### M4 wires

The bar under the picture is 20 um long. Supply wires on this layer in grey.
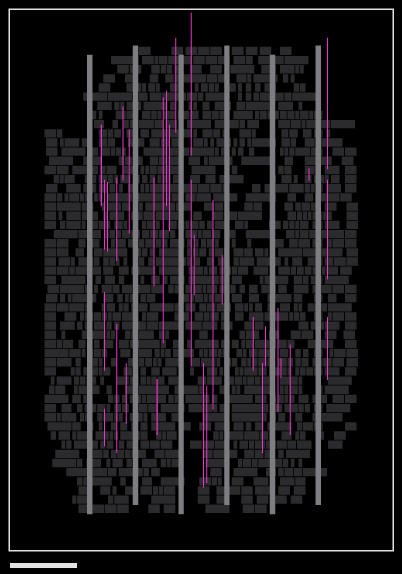
### Cell density map

11 x 16 tiles, from white (low) to dark blue (high), 0 to 100% covered.
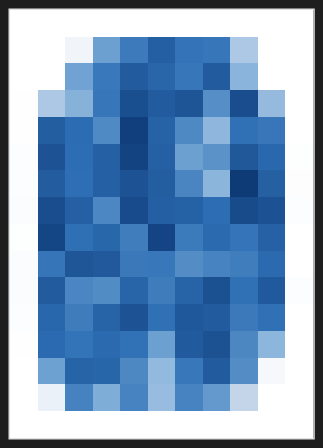
### Met1 routing

Supply wires on this layer in grey.
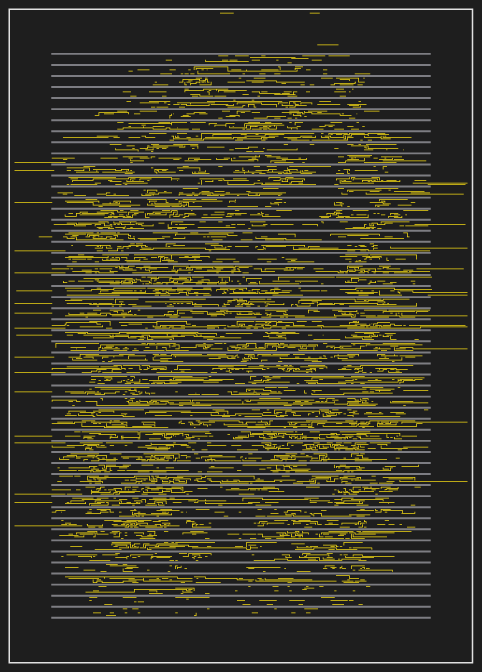
==> src/rtl/product_accumulator.sv <==
// Accumulates a stream of signed 64-bit products into a wide signed sum and hands it off per group.
// Optional SATURATE_EN: clamp the sum on signed overflow instead of wrapping.
module product_accumulator #(
  parameter int ACC_WIDTH = 72,
  parameter int CNT_WIDTH = 8
) (
  input  logic                 clk,
  input  logic                 rst,
  input  logic                 prod_valid,
  output logic                 prod_ready,
  input  logic [63:0]          product,
  input  logic                 prod_last,
  output logic                 acc_valid,
  input  logic                 acc_ready,
  output logic [ACC_WIDTH-1:0] acc_out,
  output logic [CNT_WIDTH-1:0] acc_count,
  output logic                 overflow
);

  // Handshakes: a transfer happens on a rising edge where valid and ready are both 1;
  // valid never depends on ready, and ready here depends on state only.
  typedef enum logic [1:0] {IDLE, ACCUM, HOLD} state_t;
  state_t state;

  logic                 accept;
  logic [ACC_WIDTH-1:0] prod_ext;
  logic [ACC_WIDTH-1:0] sum;
  logic                 add_ovf;
  logic [ACC_WIDTH-1:0] next_acc;
  logic [CNT_WIDTH-1:0] next_count;

  assign prod_ready = (state != HOLD);
  assign accept     = prod_valid & prod_ready;
  assign prod_ext   = ACC_WIDTH'($signed(product));
  assign sum        = acc_out + prod_ext;
  // Same-sign addends producing a sum of the other sign is a signed overflow.
  assign add_ovf    = (acc_out[ACC_WIDTH-1] == prod_ext[ACC_WIDTH-1]) &&
                      (sum[ACC_WIDTH-1] != acc_out[ACC_WIDTH-1]);
  assign next_count = (acc_count == {CNT_WIDTH{1'b1}}) ? acc_count
                                                       : acc_count + CNT_WIDTH'(1);

  always_comb begin
    next_acc = sum;
`ifdef SATURATE_EN
    if (add_ovf) begin
      // A positive accumulator can only overflow upward, a negative one downward.
      if (acc_out[ACC_WIDTH-1] == 1'b0)
        next_acc = {1'b0, {(ACC_WIDTH-1){1'b1}}};
      else
        next_acc = {1'b1, {(ACC_WIDTH-1){1'b0}}};
    end
`endif
  end

  always_ff @(posedge clk) begin
    if (rst) begin
      state     <= IDLE;
      acc_out   <= '0;
      acc_count <= '0;
      overflow  <= 1'b0;
      acc_valid <= 1'b0;
    end else begin
      case (state)
        IDLE, ACCUM: begin
          if (accept) begin
            acc_out   <= next_acc;
            acc_count <= next_count;
            overflow  <= overflow | add_ovf;
            if (prod_last) begin
              state     <= HOLD;
              acc_valid <= 1'b1;
            end else begin
              state     <= ACCUM;
              acc_valid <= 1'b0;
            end
          end
        end
        HOLD: begin
          if (acc_ready) begin
            state     <= IDLE;
            acc_out   <= '0;
            acc_count <= '0;
            overflow  <= 1'b0;
            acc_valid <= 1'b0;
          end
        end
        default: begin
          state     <= IDLE;
          acc_out   <= '0;
          acc_count <= '0;
          overflow  <= 1'b0;
          acc_valid <= 1'b0;
        end
      endcase
    end
  end

endmodule

==> config.mk <==
export PLATFORM = sky130hd
export DESIGN_NAME = product_accumulator
export DESIGN_NICKNAME = d
export VERILOG_FILES = /design/src/rtl/product_accumulator.sv
export SDC_FILE = /design/constraint.sdc
export NUM_CORES = 1
export LEC_CHECK = 0
export CAP_MARGIN = 40
export CORE_ASPECT_RATIO = 1.5
export CORE_MARGIN = 10
export CORE_UTILIZATION = 52
export CTS_CLUSTER_DIAMETER = 40
export DETAILED_ROUTE_END_ITERATION = 8
export PLACE_DENSITY = 0.85
export SLEW_MARGIN = 25
export SYNTH_ARGS = -nofsm -noshare
export SYNTH_HDL_FRONTEND = slang
export SYNTH_SLANG_ARGS = --single-unit
==> constraint.sdc <==
create_clock -name clk -period 5 [get_ports clk]
set_input_delay 1.5 -clock clk [delete_from_list [all_inputs] [get_ports clk]]
set_output_delay 1.5 -clock clk [all_outputs]
set_load 0.02 [all_outputs]
==> out/summary.txt <==
synth top area cells: dfxtp_1 (24%), ha_1 (13%), a21oi_1 (6.8%)
setup TNS: 0 ns
DRC viols: 0
total gr overflow: 0
Max Clock Skew: 0.0123 ns
first-pass GRT wire length: 35900 um
area fraction in mux cells: 0.146%
Top Consumer: combinational logic
WHS Path Cells: 2
Adder Share, Synth: 13.5%
cell area after synthesis: 6830 sq um
relative slew slack: 50.4%
Synth Area per Inst: 7.51 sq um
initial antenna violation count: 0
peak supply drop: 206 uV
post-CTS setup repair buffer count: 0
Int Power: 0.00198 W
Setup crit end: acc_out[64]
final core utilization: 69.7%
Root Buffer: clkbuf_16
CP delay by family, top: AND-OR/OR-AND gates
ys flops: 83
routability cong.: 0.939
WHS Endpoint: overflow
vias in the first global route: 7619
most frequent cells in the layout: clkdlybuf4s50_1 (151), nand2_1 (97), nor2_1 (95)
Max FO, Critical Path: 3
Synth Area in Simple Gates: 20.5%
CTS sink count: 83
iteration-0 DRC count of the detailed router: 430
Seq. pwr: 0.000870 W
cells on worst reg2reg path: 16
Sequential Area: 1660 sq um
final worst setup slack: 0.296 ns
most used logic cell in the final layout: clkdlybuf4s50_1
CP Buf/Inv Count: 3
Cell Area, Placed: 8720 sq um
tool warning count: 26
Area Growth Syn to Fin: 32.2%
Achievable Freq: 0.213 GHz
Final Hold Viols: 0
CP arrival: 4.92 ns
synthesized net count: 1052
CP Capture Type: flip-flop
hold-fix buffer count after cts: 0
Total GRT Usage: 23.5%
Latency at later pin: 0.35 ns
Critical Path Max Stage Delay: 0.46 ns
Hold Crit Class: flip-flop to flip-flop
vias per cell: 6.01
PortBufs: 151
number of antenna-violating nets in the routed design: 0
share of cells above drive strength 1: 6.78%
maxcap violations: 0
Clock Power Share: 21.0%
die y size: 160 um
CTS resizes: 0
AND-OR/OR-AND share of the synthesized area: 28.5%
startpoint types: input pin
Top cell area share: 24.3%
NetSw: 0.00141 W
Clk power: 0.000712 W
yosys xor share: 9.10%
period utilisation layout: 94.1%
largest net degree at the start of global routing: 37
Yosys Instances: 910
Ant. Diodes: 0
Synth Seq Share: 24.3%
r2r startpoint: acc_out[0]
Synth top cells by count: nand2_1 (97), nor2_1 (97), a21oi_1 (93)
post-DP HPWL: 17100 um
pre-CTS WS: -0.0216 ns
Crit. path cell count: 17
Cells after Synth: 910
Tot Pwr: 0.00339 W
area reported by Yosys stat: 6830 sq um
Worst Hold Margin: 0.466 ns
ys flop type: dfxtp_1
status: finished clean
Critical-path top delay cell: clkdlybuf4s50_1
die extent in x: 114 um
clock slew at reported path FFs: 0.07 ns
comb pwr: 0.00180 W
Data required, critical path: 5.22 ns
fill cell count: 1068
DRT Pass-1 Iters: 4
Yosys warning count: 0
Bufs on Longest Clock Path: 2
cell area after layout: 9030 sq um
CTS tree: built
Comb gate area: 4930 sq um
fin nets: 1214
total CTS buffers: 9
## Picture notes: 'M4 wires'
wire length on this layer = 908 um
nets with wire on the layer = 30
share of all routed wire = 4.1%
longest straight run = 72.8 um
main direction = vertical
drt total wl: 22100 um
vias: 7430

## Picture notes: 'Cell density map'
mean over tiles = 49%
fullest tile = 96%
tiles over 75% full = 34%
densest ninth of the die = centre
nearly empty tiles = 30%
Core Util at FP: 52.7%
Core Footprint: 13000 sq um

## Picture notes: 'Met1 routing'
share of all routed wire = 38%
longest straight run = 35.0 um
met1 usage: 24.0%

==> per-layer routing <==
| metal | up-vias | share of wire, % | GRT usage [%] |
|---|---|---|---|
| li1 | 3623 | - | - |
| met2 | 260 | 52 | 42.9 |
| met1 | 3476 | 38 | 24.0 |
| met5 | - | 0 | 0 |
| met3 | 71 | 6.0 | 5.22 |
| met4 | 0 | 4.1 | 12.2 |
==> tightest hold or removal path, cell delays in order (launching register included) <==
cell and delay (ns):
dfxtp_1 0.32, nand2_1 0.05, o21ai_1 0.05
==> cell type report <==
class	count	share of cell area [%]
multi-input cells	756	54.5
repair buffers	194	20.3
flip-flops and latches	83	18.4
clock buffers	9	2.49
well taps	159	2.20
inverters	28	1.16
clock inverters	7	0.928
==> sequential cells by signal (all words and copies together) (netlist names) <==
register / cells
overflow: 1
acc_out: 72
acc_count: 8
state: 2
Power figures rest on the tool's default switching activity, not on a simulated workload.
